`config.mk`:
```
export PLATFORM = sky130hd
export DESIGN_NAME = tdm_demux
export DESIGN_NICKNAME = d
export VERILOG_FILES = /design/src/rtl/tdm_pkg.sv /design/src/rtl/tdm_slot_counter.sv /design/src/rtl/tdm_demux.sv
export SDC_FILE = /design/constraint.sdc
export NUM_CORES = 1
export LEC_CHECK = 0
export CORE_MARGIN = 10
export CORE_UTILIZATION = 30
export CTS_CLUSTER_SIZE = 24
export DETAILED_ROUTE_END_ITERATION = 8
export PLACE_DENSITY = 0.58
export SYNTH_ARGS = -nofsm -noshare
export SYNTH_HDL_FRONTEND = slang
export SYNTH_HIERARCHICAL = 1
export SYNTH_SLANG_ARGS = --single-unit
```
`constraint.sdc`:
```
create_clock -name clk -period 3.9 [get_ports clk]
set_input_delay 0.975 -clock clk [delete_from_list [all_inputs] [get_ports clk]]
set_output_delay 0.975 -clock clk [all_outputs]
set_load 0.005 [all_outputs]
```
`src/rtl/tdm_pkg.sv`:
```
// Shared types and constants for the TDM demultiplexer.
package tdm_pkg;

  typedef enum logic {
    HUNT = 1'b0,
    SYNC = 1'b1
  } state_e;

  localparam int ERR_CNT_W = 8;

  // Slot index width; never narrower than one bit.
  function automatic int slot_w(input int n);
    return (n > 1) ? $clog2(n) : 1;
  endfunction

endpackage

```
`src/rtl/tdm_slot_counter.sv`:
```
// Slot index for the TDM demux: wraps after NCH-1, with load-to-1 and clear-to-0.
module tdm_slot_counter
  import tdm_pkg::*;
#(
  parameter int NCH = 4,
  parameter int SW  = slot_w(NCH)
) (
  input  logic          clk,
  input  logic          rst_n,
  input  logic          inc_i,
  input  logic          load1_i,
  input  logic          clr_i,
  output logic [SW-1:0] slot_o
);

  logic [SW-1:0] slot_q, slot_d;

  // Clear wins over load, load over increment.
  always_comb begin
    slot_d = slot_q;
    if (clr_i)
      slot_d = '0;
    else if (load1_i)
      slot_d = SW'(1);
    else if (inc_i)
      slot_d = (slot_q == SW'(NCH - 1)) ? '0 : slot_q + SW'(1);
  end

  always_ff @(posedge clk) begin
    if (!rst_n) slot_q <= '0;
    else        slot_q <= slot_d;
  end

  assign slot_o = slot_q;

endmodule

```
`src/rtl/tdm_demux.sv`:
```
// Time-division demux with hunt/sync frame alignment.
// Optional saturating alignment-error counter: define TDM_DEMUX_ERR_CNT_EN.
module tdm_demux
  import tdm_pkg::*;
#(
  parameter int NCH = 4,
  parameter int W   = 8
) (
  input  logic                 clk,
  input  logic                 rst_n,
  input  logic                 in_valid,
  input  logic [W-1:0]         in_data,
  input  logic                 in_sof,
  output logic [NCH*W-1:0]     ch_data,
  output logic [NCH-1:0]       ch_valid,
  output logic                 frame_valid,
  output logic                 sync_err,
  output logic                 locked,
  output logic [ERR_CNT_W-1:0] err_cnt
);

  localparam int SW = slot_w(NCH);

  state_e                 state_q, state_d;
  logic                   frame_ok_q, frame_ok_d;
  logic [SW-1:0]          slot;
  logic                   slot_inc, slot_load1, slot_clr;
  logic                   wr, err, fv;
  logic [SW-1:0]          wr_idx;
  logic [NCH-1:0]         wr_en;
  logic [NCH-1:0][W-1:0]  ch_q;
  logic [NCH-1:0]         ch_valid_q;
  logic                   frame_valid_q, sync_err_q;

  tdm_slot_counter #(.NCH(NCH), .SW(SW)) u_slot (
    .clk     (clk),
    .rst_n   (rst_n),
    .inc_i   (slot_inc),
    .load1_i (slot_load1),
    .clr_i   (slot_clr),
    .slot_o  (slot)
  );

  always_comb begin
    state_d    = state_q;
    frame_ok_d = frame_ok_q;
    slot_inc   = 1'b0;
    slot_load1 = 1'b0;
    slot_clr   = 1'b0;
    wr         = 1'b0;
    wr_idx     = '0;
    err        = 1'b0;
    fv         = 1'b0;
    unique case (state_q)
      HUNT: begin
        if (in_valid && in_sof) begin
          wr         = 1'b1;
          slot_load1 = 1'b1;
          frame_ok_d = 1'b1;
          state_d    = SYNC;
        end
      end
      SYNC: begin
        if (in_valid) begin
          if (in_sof) begin
            // An early SOF abandons the partial frame and restarts at slot 0.
            err        = (slot != '0);
            wr         = 1'b1;
            slot_load1 = 1'b1;
            frame_ok_d = 1'b1;
          end else if (slot == '0) begin
            err        = 1'b1;
            slot_clr   = 1'b1;
            frame_ok_d = 1'b0;
            state_d    = HUNT;
          end else begin
            wr       = 1'b1;
            wr_idx   = slot;
            slot_inc = 1'b1;
            if (slot == SW'(NCH - 1)) begin
              fv         = frame_ok_q;
              frame_ok_d = 1'b0;
            end
          end
        end
      end
      default: state_d = HUNT;
    endcase
  end

  always_comb begin
    wr_en = '0;
    for (int k = 0; k < NCH; k++)
      wr_en[k] = wr && (wr_idx == SW'(k));
  end

  always_ff @(posedge clk) begin
    if (!rst_n) begin
      state_q       <= HUNT;
      frame_ok_q    <= 1'b0;
      ch_q          <= '0;
      ch_valid_q    <= '0;
      frame_valid_q <= 1'b0;
      sync_err_q    <= 1'b0;
    end else begin
      state_q       <= state_d;
      frame_ok_q    <= frame_ok_d;
      for (int k = 0; k < NCH; k++)
        if (wr_en[k]) ch_q[k] <= in_data;
      ch_valid_q    <= wr_en;
      frame_valid_q <= fv;
      sync_err_q    <= err;
    end
  end

`ifdef TDM_DEMUX_ERR_CNT_EN
  logic [ERR_CNT_W-1:0] err_cnt_q;

  always_ff @(posedge clk) begin
    if (!rst_n)
      err_cnt_q <= '0;
    else if (err && (err_cnt_q != '1))
      err_cnt_q <= err_cnt_q + ERR_CNT_W'(1);
  end

  assign err_cnt = err_cnt_q;
`else
  assign err_cnt = '0;
`endif

  assign ch_data     = ch_q;
  assign ch_valid    = ch_valid_q;
  assign frame_valid = frame_valid_q;
  assign sync_err    = sync_err_q;
  assign locked      = (state_q == SYNC);

endmodule

```
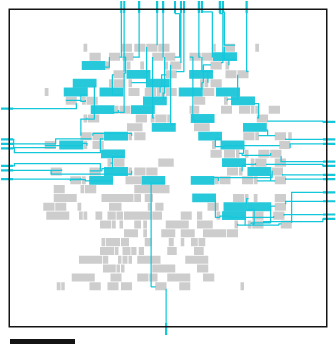
Run 1: port wiring
Scale bar: 20 µm.
Key: cyan = `ch_data` [bits 32, direction output, edge 13 north, 11 east, 7 west, 1 south, end cells 32, buffers 32, wire 1,040 µm]

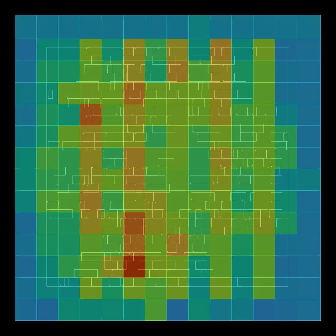
Run 1: track usage over the die
met3 global-route usage: 3.485%
Most Crowded Layer GR: met2
post-layout util: 40.91%
Total Routing Usage GR: 8.536%
met2 GRT Util: 12.76%

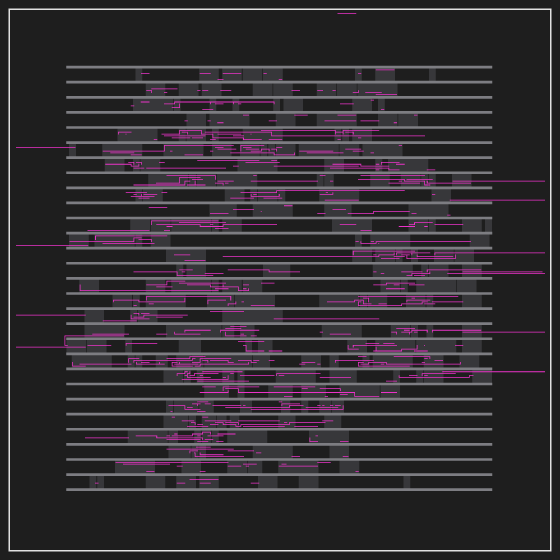
Run 1: metal 1
Supply wires on this layer in gray.
The layer carries 1,900 µm of wire. The wires run mostly horizontal. 210 nets have wire on it. The longest straight run is 28.1 µm.

==> results.json, run 1 <==
{
  "multiInputGateArea_um2": 815.8,
  "internal_power_uw": 659.6,
  "pwr-share-comb_pct": 8.5,
  "switchingPower_uw": 190.2,
  "netlist_top_cells_area": "dfxtp_1 (47%), mux2i_1 (18%), nand2_1 (9.0%)",
  "grt_pass1_wl_mm": 6.658,
  "setup_viol": 0,
  "grt_max_degree": 47,
  "fp_util_pct": 30.67,
  "top_area_share_pct": 46.86,
  "p_leak_uw": 0.0009862,
  "path_cells": "clkdlybuf4s50_1, inv_1, ha_1, nand2_1, o211a_1, nand2b_1, mux2i_1",
  "ys_area_um2": 1794,
  "wl_per_cell_um": 13.92,
  "grt_setup_unrepaired": "no",
  "diodes": 0,
  "fin_nets": 242,
  "dr_total_vias": 1281,
  "critPathKind": "input port to flop",
  "post_cts_buffers": 0,
  "seq_area_um2": 840.8,
  "logic_family": "simple AND/OR/NAND/NOR gates",
  "cts_root_buf": "clkbuf_8",
  "clk_pin_slew_worst_paths_ps": 80,
  "grt_pass1_vias": 1282,
  "gp_congestion": 0.7650,
  "cpPeakStageDelay_ps": 620,
  "drcViolationCount": 0,
  "synthArstFlopShare_pct": 0,
  "tool_warnings": 28,
  "power_frac_clock_pct": 39.4,
  "first_pass_iters": 4,
  "fin_skew_ps": 8.369,
  "antenna_found_initial": 0,
  "p_seq_share_pct": 52.1,
  "synthFlopType": "dfxtp_1",
  "die_x_um": 97.34,
  "syn_to_final_growth_pct": 33.40,
  "wirelength_mm": 4.190,
  "r2r_cells": 7,
  "arrival_ps": 2770,
  "status": "complete, no violations",
  "die_area_um2": 9474,
  "netlist_instances": 175,
  "overflow": 0,
  "xor_area_share_pct": 0,
  "critPathMaxFanout": 8,
  "hold_path.class": "flop to flop",
  "simple_gate_area_share_pct": 18.48,
  "num_rows": 28,
  "ios": 59,
  "placed_cell_area_um2": 2285,
  "syn_area_um2": 1794,
  "synth.most_common_cell": "nand2_1",
  "crit_path_end_kind": "flop",
  "fillers": 589,
  "ys_sh_aoi_pct": 3.417,
  "hold_violations": 0,
  "startpoint_type": "input port",
  "clkSinkCount": 42,
  "numPortBuffers": 50,
  "power.density_nw_per_um2": 355.0,
  "drtAntennaViolNets": 0,
  "period_minus_slack_ps": 2614,
  "ys_ff": 42,
  "yosysTopAreaCell": "dfxtp_1",
  "cts.path.max_buffers": 2,
  "yosysUniqueCellTypes": 31,
  "fin_crit_sh_pct": 67.01,
  "avgSynthCellArea_um2": 10.25,
  "drt-initial-drc-count": 45,
  "die_height_um": 97.34,
  "slowest_stage": "clkdlybuf4s50_1"
}
[run 1: final timing paths]
kind,from,to,slack (ps)
setup / recovery,in_sof,ch_data[0],1290
hold / removal,ch_data[13],ch_data[13],460
setup reg to reg,u_slot/slot_o[1],ch_data[0],1760
hold reg to reg,ch_data[13],ch_data[13],460
[run 1: kinds of logic after synthesis]
kind of cell / Yosys count
AOI/OAI and AO/OA: 6
and+or+nand+nor: 66
other: 1
buffers and inverters: 22
adders and majority gates: 5
DFF: 42
muxes: 33
[run 1: cell usage in the layout, fill, tap and decap left out, drive strengths merged, types with 2 or more instances in the layout]
master,n
clkdlybuf4s50,50
nand2,45
dfxtp,42
mux2i,33
conb,8
inv,7
ha,5
clkbuf,5
nor2,5
and3,4
nor3,3
nand2b,3
clkinv,2
and2,2
[run 1: state kept, by name (all words and copies together), names as in the netlist]
name           count
ch_data           32
ch_valid           4
u_slot/slot_o      2
frame_ok_q         1
frame_valid        1
locked             1
sync_err           1
[run 1: power groups by stage]
stage	sequential, µW	clock, µW	combinational [µW]
final	443	335	72.1
after global routing	444	362	79.8
after CTS	443	348	73.3
after detailed placement	453	0	73.0
after global placement	453	0	72.6
after floorplan	453	0	46.3
[run 1: per-stage QoR]
| stage | setup WS, ps | hold slack, ps | power [µW] | std cells |
|---|---|---|---|---|
| CTS | 1250 | 463.7 | 864.9 | 301 |
| detailed placement | 934.8 | 448.4 | 526.1 | 293 |
| floorplan | 1811 | 447.7 | 499.1 | 182 |
| global placement | 976.3 | 443.0 | 525.7 | 293 |
| finish | 1286 | 456.7 | 849.8 | 301 |
| global route | 1151 | 470.7 | 886.3 | 301 |
[run 1: metal layers]
metal / GRT usage [%] / vias to the layer above / share of wire, % / wire, µm
li1: - / 661 / - / -
met4: 4.362 / 0 / 1.5 / 64
met1: 10.25 / 584 / 45 / 1901
met5: 0 / - / 0 / 0
met3: 3.485 / 4 / 6.9 / 291
met2: 12.76 / 32 / 46 / 1933
[run 1: final cells by class]
type                            count  share of cell area [%]
Timing Repair Buffer               51                   21.22
Sequential cell                    42                   35.13
Inverter                            7                   1.098
Clock buffer                        5                   2.875
Clock inverter                      3                   1.673
Tap cell                           75                   3.921
Multi-Input combinational cell    118                   34.08
[run 1: worst max-delay path: cells and delay by family]
kind,cells,cell delay [ps]
muxes,1,220
buffers and inverters,2,720
adders and majority gates,1,260
and+or+nand+nor,2,420
AOI/OAI and AO/OA,1,170
Run 1, the metal 2 layer:
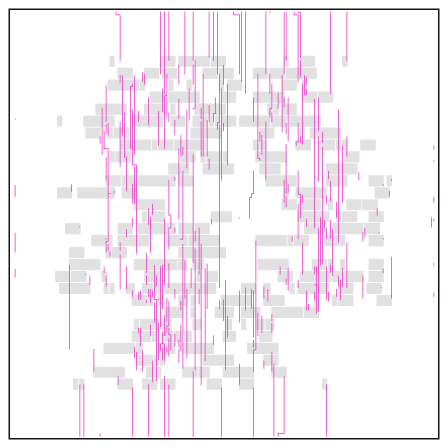

==> run 2, diff against run 1 <==
--- a/config.mk
+++ b/config.mk
@@ -9,7 +9,7 @@
 export CORE_UTILIZATION = 30
 export CTS_CLUSTER_SIZE = 24
 export DETAILED_ROUTE_END_ITERATION = 8
-export PLACE_DENSITY = 0.58
+export PLACE_DENSITY = 0.6
 export SYNTH_ARGS = -nofsm -noshare
 export SYNTH_HDL_FRONTEND = slang
 export SYNTH_HIERARCHICAL = 1
==> constraint.sdc (replaced) <==
create_clock -name clk -period 2.38 [get_ports clk]
set_input_delay 0.595 -clock clk [delete_from_list [all_inputs] [get_ports clk]]
set_output_delay 0.595 -clock clk [all_outputs]
set_load 0.005 [all_outputs]
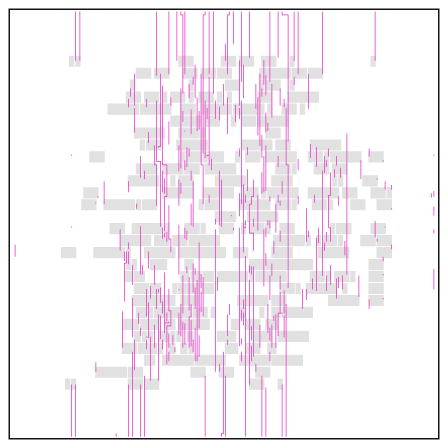
Run 2: the metal 2 layer
209 nets have wire on it. The layer carries 1,940 µm of wire. The longest straight run is 41.0 µm. The wires run mostly vertical.
vias: 1,314
met2 GRT Util: 14.09%
drt total wl: 4.260 mm

==> results.json, run 2 <==
{
  "startpoint_type": "flop",
  "diodes": 0,
  "antenna_found_initial": 0,
  "yosysUniqueCellTypes": 31,
  "netlist_instances": 175,
  "p_leak_uw": 0.001027,
  "syn_to_final_growth_pct": 38.35,
  "grt_pass1_wl_mm": 6.934,
  "die_x_um": 97.34,
  "overflow": 0,
  "multiInputGateArea_um2": 815.8,
  "grt_pass1_vias": 1337,
  "largest_reg_flops": 32,
  "fmaxAchievable_mhz": 492.7,
  "ys_area_um2": 1794,
  "syn_area_um2": 1794,
  "hold-worst-slack_ps": 458.9,
  "first_pass_iters": 4,
  "cts.path.max_buffers": 2,
  "fin_nets": 246,
  "tool_warnings": 28,
  "drt-initial-drc-count": 59,
  "post-place-ws_ps": 57.04,
  "synth.most_common_cell": "nand2_1",
  "setup_viol": 0,
  "clkSinkCount": 42,
  "layout_top_cells": "clkdlybuf4s50_1 (50), nand2_1 (43), dfxtp_1 (42)",
  "period_minus_slack_ps": 2030,
  "top_area_share_pct": 46.86,
  "holdPathEnd": "ch_data[13]",
  "r2r_cells": 6,
  "synthFlopType": "dfxtp_1",
  "finalPower_uw": 1540,
  "insertion_delay_ps": 290,
  "r2r-end": "ch_data[17]",
  "arrival_ps": 2250,
  "yosysTopAreaCell": "dfxtp_1",
  "clk_pin_slew_worst_paths_ps": 80,
  "fin_ws_ps": 350.3,
  "ios": 59,
  "grt_usage_pct": 9.038,
  "power.density_nw_per_um2": 620.4,
  "hold_violations": 0,
  "avgSynthCellArea_um2": 10.25,
  "num_rows": 28,
  "drtAntennaViolNets": 0,
  "hold_start": "ch_data[13]",
  "die_area_um2": 9474,
  "r2r_slack_ps": 350,
  "synthArstFlopShare_pct": 0,
  "die_height_um": 97.34,
  "numPortBuffers": 50,
  "critPathKind": "flop to flop",
  "hold_path.class": "flop to flop",
  "hold_buffers": 0,
  "mostFrequentLayoutCell": "clkdlybuf4s50_1",
  "drcViolationCount": 0,
  "fp_util_pct": 30.67,
  "grt_max_degree": 47,
  "crit_path_end_kind": "flop",
  "grt_setup_unrepaired": "no",
  "critPathMaxFanout": 8,
  "wl_per_cell_um": 13.97,
  "post_cts_buffers": 0,
  "status": "complete, no violations",
  "fin_skew_ps": 3.968,
  "ys_ff": 42,
  "netlist_top_cells_area": "dfxtp_1 (47%), mux2i_1 (18%), nand2_1 (9.0%)"
}
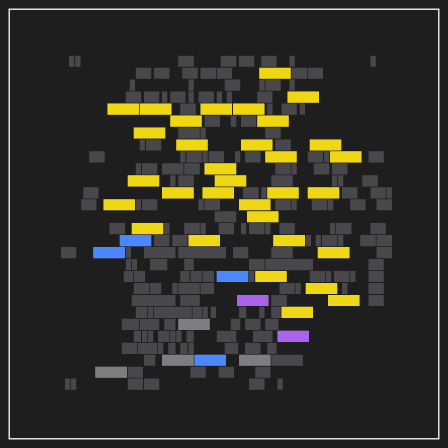
Run 2: sequential cells grouped by signal name
Other sequential cells in the stronger gray, the rest of the logic in the fainter gray.
Key: purple = `u_slot/slot_o` [flops 2]; yellow = `ch_data` [flops 32]; blue = `ch_valid` [flops 4]
Another 4 sequential cells are not colored.
Seq area share: 33.87%
post-layout util: 42.43%
storage element area: 840.8 µm²
P_seq: 726 µW

## run 2: cell counts after synthesis
Identical to the previous run, type by type.
## run 2: worst max path at each step
stage                     cells past startpoint     endpoint              from  slack [ps]
final                                         6  ch_data[17]  u_slot/slot_o[0]         350
after global routing                          6  ch_data[22]  u_slot/slot_o[0]         170
after CTS                                     6  ch_data[17]  u_slot/slot_o[0]         340
after detailed placement                      6  ch_data[17]            in_sof          60
after global placement                        6  ch_data[19]            in_sof         130
after floorplan                               7  ch_data[16]  u_slot/slot_o[0]         550
## run 2: through the flow
| stage | utilization, % | cell area [µm²] | std cells |
|---|---|---|---|
| after floorplan | - | 1821 | 182 |
| after global placement | 39.99 | 2340 | 297 |
| after detailed placement | 39.99 | 2340 | 297 |
| after CTS | 42.43 | 2482 | 305 |
| after global routing | 42.43 | 2482 | 305 |
| final | 42.43 | 2482 | 305 |
## run 2: critical path: stages, from the launching register on
cell and delay [ps]:
dfxtp_1 420, inv_1 140, ha_1 300, ha_1 260
nor4b_4 350, and2_4 290, mux2i_1 200
## run 2: layout make-up
class                           instances  area share [%]
Inverter                                7           1.058
Multi-Input combinational cell        118           32.86
Tap cell                               75           3.780
Clock buffer                            6           3.327
Clock inverter                          2           2.419
Sequential cell                        42           33.87
Timing Repair Buffer                   55           22.68
## run 2: cell families after synthesis
logic type	synth area share, %
other	0.2090
adders and majority gates	3.487
muxes	18.41
and+or+nand+nor	18.48
AOI/OAI and AO/OA	3.417
DFF	46.86
buffers and inverters	9.135
## run 2: metal layers
| layer | vias up | part of all wire (%) | global-route usage, % | wire length (µm) |
|---|---|---|---|---|
| li1 | 667 | - | - | - |
| met1 | 610 | 46 | 10.64 | 1949 |
| met2 | 32 | 46 | 14.09 | 1941 |
| met3 | 5 | 6.7 | 2.987 | 285 |
| met4 | 0 | 2.0 | 5.034 | 84 |
| met5 | - | 0 | 0 | 0 |
## run 2: where the power goes
| group | total (µW) | switching (µW) | internal, µW | leakage [µW] |
|---|---|---|---|---|
| logic | 125 | 62.8 | 62.1 | 0.000615 |
| clock network | 689 | 242 | 447 | 0.0000714 |
| registers | 726 | 10.6 | 716 | 0.000340 |
| total | 1540 | 315 | 1230 | 0.00103 |
Power figures rest on the tool's default switching activity, not on a simulated workload.
